`src/rtl/seq11_pkg.sv`:
```
// Shared types and helpers for the time-shared "11" sequence detector.
// Holds the per-channel context encoding and the round-robin pointer wrap.
package seq11_pkg;

    typedef enum logic {
        ZERO = 1'b0,
        ONE  = 1'b1
    } ctx_t;

    localparam int CNT_W_DEF = 16;

    // Widest supported match counter; narrower counters take the low bits.
    localparam int CNT_W_MAX = 32;
    localparam logic [CNT_W_MAX-1:0] CNT_MAX = '1;

    function automatic int next_ptr(input int last, input int n);
        return (last + 1 >= n) ? 0 : last + 1;
    endfunction

endpackage

```
`src/rtl/seq11_detect_scheduler_if.sv`:
```
// Bundle of per-channel serial requests, grants, controls and the match event
// that connects the detector scheduler to its sources and downstream logic.
interface seq11_detect_scheduler_if
    import seq11_pkg::*;
#(
    parameter int N     = 4,
    parameter int CH_W  = 2,
    parameter int CNT_W = CNT_W_DEF
);
    logic [N-1:0]     bit_valid;
    logic [N-1:0]     bit_in;
    logic [N-1:0]     bit_ready;
    logic [N-1:0]     ch_en;
    logic [N-1:0]     clr_ch;
    logic             match_valid;
    logic [CH_W-1:0]  match_ch;
    logic [CNT_W-1:0] match_cnt;

    modport master (
        output bit_valid, bit_in, ch_en, clr_ch,
        input  bit_ready, match_valid, match_ch, match_cnt
    );

    modport slave (
        input  bit_valid, bit_in, ch_en, clr_ch,
        output bit_ready, match_valid, match_ch, match_cnt
    );

endinterface

```
`src/rtl/seq11_core.sv`:
```
// Combinational Mealy "11" detector step: given the saved context of one
// channel and its incoming bit, produce the next context and the match flag.
module seq11_core
    import seq11_pkg::*;
(
    input  ctx_t state,
    input  logic bit_in,
    output ctx_t next_state,
    output logic match
);

    always_comb begin
        next_state = ZERO;
        match      = 1'b0;
        case (state)
            ZERO: next_state = bit_in ? ONE : ZERO;
            ONE: begin
                next_state = bit_in ? ONE : ZERO;
                match      = bit_in;
            end
            default: next_state = ZERO;
        endcase
    end

endmodule

```
`src/rtl/seq11_detect_scheduler.sv`:
```
// Round-robin scheduler sharing one "11" detector core among N serial streams,
// each with its own saved context, producing one registered match per cycle.
module seq11_detect_scheduler
    import seq11_pkg::*;
#(
    parameter int N     = 4,
    parameter int CH_W  = 2,
    parameter int CNT_W = CNT_W_DEF
) (
    input  logic                   clk,
    input  logic                   reset_n,
    seq11_detect_scheduler_if.slave bus
);

    localparam logic [CNT_W-1:0] CNT_SAT = CNT_MAX[CNT_W-1:0];

    ctx_t             ctx_q [N];
    logic [N-1:0]     eligible;
    logic [N-1:0]     grant_oh;
    logic [CH_W-1:0]  last_grant;
    logic [CH_W-1:0]  grant_idx;
    logic             grant_hit;
    logic             match_fire;
    ctx_t             core_next;
    logic             core_match;
    int               scan_pos;

    assign eligible = bus.bit_valid & bus.ch_en;

    // Walk the channels once, starting just after the previous winner.
    always_comb begin
        grant_hit = 1'b0;
        grant_idx = '0;
        grant_oh  = '0;
        scan_pos  = next_ptr(int'(last_grant), N);
        for (int i = 0; i < N; i++) begin
            if (!grant_hit && eligible[scan_pos[CH_W-1:0]]) begin
                grant_hit = 1'b1;
                grant_idx = scan_pos[CH_W-1:0];
            end
            scan_pos = next_ptr(scan_pos, N);
        end
        if (grant_hit) begin
            grant_oh[grant_idx] = 1'b1;
        end
    end

    // Grants are withheld while reset is held, even though the scan is live.
    assign bus.bit_ready = grant_oh & {N{reset_n}};

    seq11_core u_core (
        .state      (ctx_q[grant_idx]),
        .bit_in     (bus.bit_in[grant_idx]),
        .next_state (core_next),
        .match      (core_match)
    );

    // A clear landing on the granted channel consumes the bit but suppresses the match.
    assign match_fire = grant_hit & core_match & ~bus.clr_ch[grant_idx];

    always_ff @(posedge clk or negedge reset_n) begin
        if (!reset_n) begin
            for (int i = 0; i < N; i++) begin
                ctx_q[i] <= ZERO;
            end
        end else begin
            for (int i = 0; i < N; i++) begin
                if (!bus.ch_en[i] || bus.clr_ch[i]) begin
                    ctx_q[i] <= ZERO;
                end else if (grant_hit && grant_idx == CH_W'(i)) begin
                    ctx_q[i] <= core_next;
                end
            end
        end
    end

    always_ff @(posedge clk or negedge reset_n) begin
        if (!reset_n) begin
            last_grant <= CH_W'(N - 1);
        end else if (grant_hit) begin
            last_grant <= grant_idx;
        end
    end

    always_ff @(posedge clk or negedge reset_n) begin
        if (!reset_n) begin
            bus.match_valid <= 1'b0;
            bus.match_ch    <= '0;
            bus.match_cnt   <= '0;
        end else begin
            bus.match_valid <= match_fire;
            if (match_fire) begin
                bus.match_ch <= grant_idx;
                if (bus.match_cnt != CNT_SAT) begin
                    bus.match_cnt <= bus.match_cnt + 1'b1;
                end
            end
        end
    end

endmodule

```
`src/flat_wrapper.sv`:
```
// flat-port wrapper written by rule: the top's interface ports become plain ports
module seq11_detect_scheduler_flat import seq11_pkg::*;
#(
    parameter int N     = 4,
    parameter int CH_W  = 2,
    parameter int CNT_W = CNT_W_DEF
)
  (clk, reset_n, bus_bit_valid, bus_bit_in, bus_ch_en, bus_clr_ch, bus_bit_ready, bus_match_valid, bus_match_ch, bus_match_cnt);
  seq11_detect_scheduler_if #(.N(N), .CH_W(CH_W), .CNT_W(CNT_W)) bus_i ();
  input  logic clk;
  input  logic reset_n;
  input wire logic [$bits(bus_i.bit_valid)-1:0] bus_bit_valid;
  input wire logic [$bits(bus_i.bit_in)-1:0] bus_bit_in;
  input wire logic [$bits(bus_i.ch_en)-1:0] bus_ch_en;
  input wire logic [$bits(bus_i.clr_ch)-1:0] bus_clr_ch;
  output wire logic [$bits(bus_i.bit_ready)-1:0] bus_bit_ready;
  output wire logic [$bits(bus_i.match_valid)-1:0] bus_match_valid;
  output wire logic [$bits(bus_i.match_ch)-1:0] bus_match_ch;
  output wire logic [$bits(bus_i.match_cnt)-1:0] bus_match_cnt;
  assign bus_i.bit_valid = bus_bit_valid;
  assign bus_i.bit_in = bus_bit_in;
  assign bus_i.ch_en = bus_ch_en;
  assign bus_i.clr_ch = bus_clr_ch;
  assign bus_bit_ready = bus_i.bit_ready;
  assign bus_match_valid = bus_i.match_valid;
  assign bus_match_ch = bus_i.match_ch;
  assign bus_match_cnt = bus_i.match_cnt;
  seq11_detect_scheduler #(.N(N), .CH_W(CH_W), .CNT_W(CNT_W)) u_core (.clk(clk), .reset_n(reset_n), .bus(bus_i));
endmodule
```
`config.mk`:
```
export PLATFORM = sky130hd
export DESIGN_NAME = seq11_detect_scheduler_flat
export DESIGN_NICKNAME = d
export VERILOG_FILES = /design/src/rtl/seq11_pkg.sv /design/src/rtl/seq11_detect_scheduler_if.sv /design/src/rtl/seq11_core.sv /design/src/rtl/seq11_detect_scheduler.sv /design/src/flat_wrapper.sv
export SDC_FILE = /design/constraint.sdc
export NUM_CORES = 1
export LEC_CHECK = 0
export ABC_AREA = 1
export CORE_UTILIZATION = 48
export CTS_BUF_LIST = sky130_fd_sc_hd__clkbuf_8
export DETAILED_ROUTE_END_ITERATION = 10
export GPL_ROUTABILITY_DRIVEN = 1
export PLACE_DENSITY = 0.82
export SYNTH_ARGS = -nofsm -noshare
export SYNTH_HDL_FRONTEND = slang
export SYNTH_SLANG_ARGS = --single-unit
```
`constraint.sdc`:
```
create_clock -name clk -period 2.4 [get_ports clk]
set_input_delay 0.36 -clock clk [delete_from_list [all_inputs] [get_ports clk]]
set_output_delay 0.36 -clock clk [all_outputs]
set_load 0.03 [all_outputs]
```
Figure 1. Supply network.
Bar = 20 µm. Pins as bars on the die edge. Tap cells in grey.
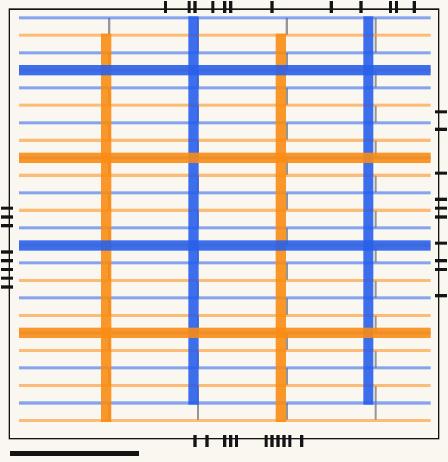
legend:
  VSS:
    colour: orange
  VDD:
    colour: blue
met1 rails: 24
signal pins: 41

Figure 2. Signal wires by layer.
Two of the layers only.
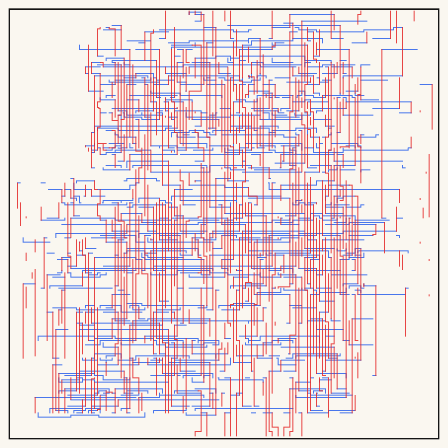
legend:
  met2:
    colour: red
    wire_length: 3,040 µm
  met1:
    colour: blue
    wire_length: 2,580 µm

Figure 3. The metal 4 layer.
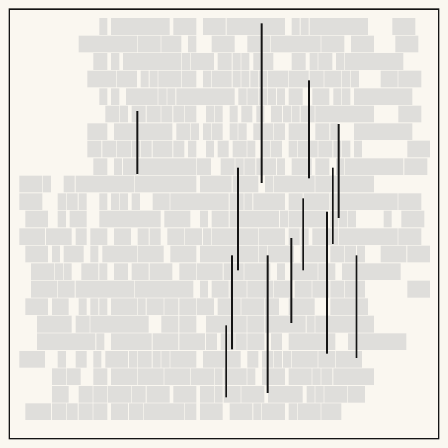
wire length on this layer: 198 µm
share of all routed wire: 3.2%
longest straight run: 24.5 µm
main direction: vertical
nets with wire on the layer: 13

==> impl_metrics.tcl <==
# metrics dict for downstream scripts
set metrics [dict create \
    status "complete, but fails checks" \
    violations "DRC, setup timing" \
    required_ns 2.04 \
    cts.clk_slew.worst_paths_ns 0.09 \
    worst_slack_ns -0.359 \
    cts_tree "built" \
    ys_warn_count 0 \
    place_congestion 0.853 \
    slew_viol_final 0 \
    dp_slack_ns -0.197 \
    drt-total-wl_um 6110 \
    drc 1 \
    fin_util_pct 76.5 \
    syn_nets 294 \
    hp-class "reg -> reg" \
    fin_worst_skew_ns 0.00233 \
    setup_viol 26 \
    netlist_area_um2 2000 \
    fillers 254 \
    clkSinkCount 25 \
    num_rows 23 \
    dp_hpwl_um 3830 \
    hold_viol 0 \
    routedWlPerCell_um 15.4 \
]
metrics by stage:
| step | setup TNS [ns] | hold slack, ns |
|---|---|---|
| after floorplan | 0 | 0.0644 |
| after detailed placement | -3.62 | 0.479 |
| after CTS | -5.31 | 0.502 |
| final | -7.43 | 0.499 |
| after global placement | -1.54 | 0.472 |
| after global routing | -9.81 | 0.547 |
registers in the layout, summed over array words and instances (netlist names):
| signal | cells |
|---|---|
| u_core.last_grant | 2 |
| u_core.bus.match_valid | 1 |
| u_core.bus.match_cnt | 16 |
| u_core.bus.match_ch | 2 |
| u_core.ctx_q | 4 |
cell type report:
cell class	count	share of cell area, %
multi-input combinational	208	47.9
timing repair buffer	76	23.2
sequential	25	20.5
inverter	34	4.82
tap	50	2.04
clock buffer	3	1.35
clock inverter	1	0.163
metal layers:
metal  routed length [µm]  vias to the layer above
met4                  197                        0
met2                 3040                       85
met1                 2580                     1044
li1                     -                     1048
met5                    0                        -
met3                  296                       26
worst register-to-register path: stages, from the launching register on:
cell      delay (ns)
dfstp_2         0.57
buf_6           0.10
ha_4            0.14
inv_2           0.05
nand2_4         0.11
nand2_2         0.08
nand3_2         0.09
nand2_4         0.08
nor2_4          0.15
nand3_1         0.18
nand3_4         0.19
inv_4           0.07
buf_6           0.13
nand3b_1        0.14
nand3_4         0.16
buf_8           0.20
nand4_1         0.09
nand2_1         0.07
cells by family (layout without fill, tap and decap cells):
group,count (synthesis),in the layout
simple gates,172,173
buf+inv,38,114
flops,25,25
compound gates,15,15
xor+xnor,14,14
fa+ha+maj,6,6
what timing repair did:
item	in CTS	in global routing
endpoints found under the setup margin	24	27
gates cloned	1	0
setup buffers	11	4
resized	42	25
pin swaps	35	17
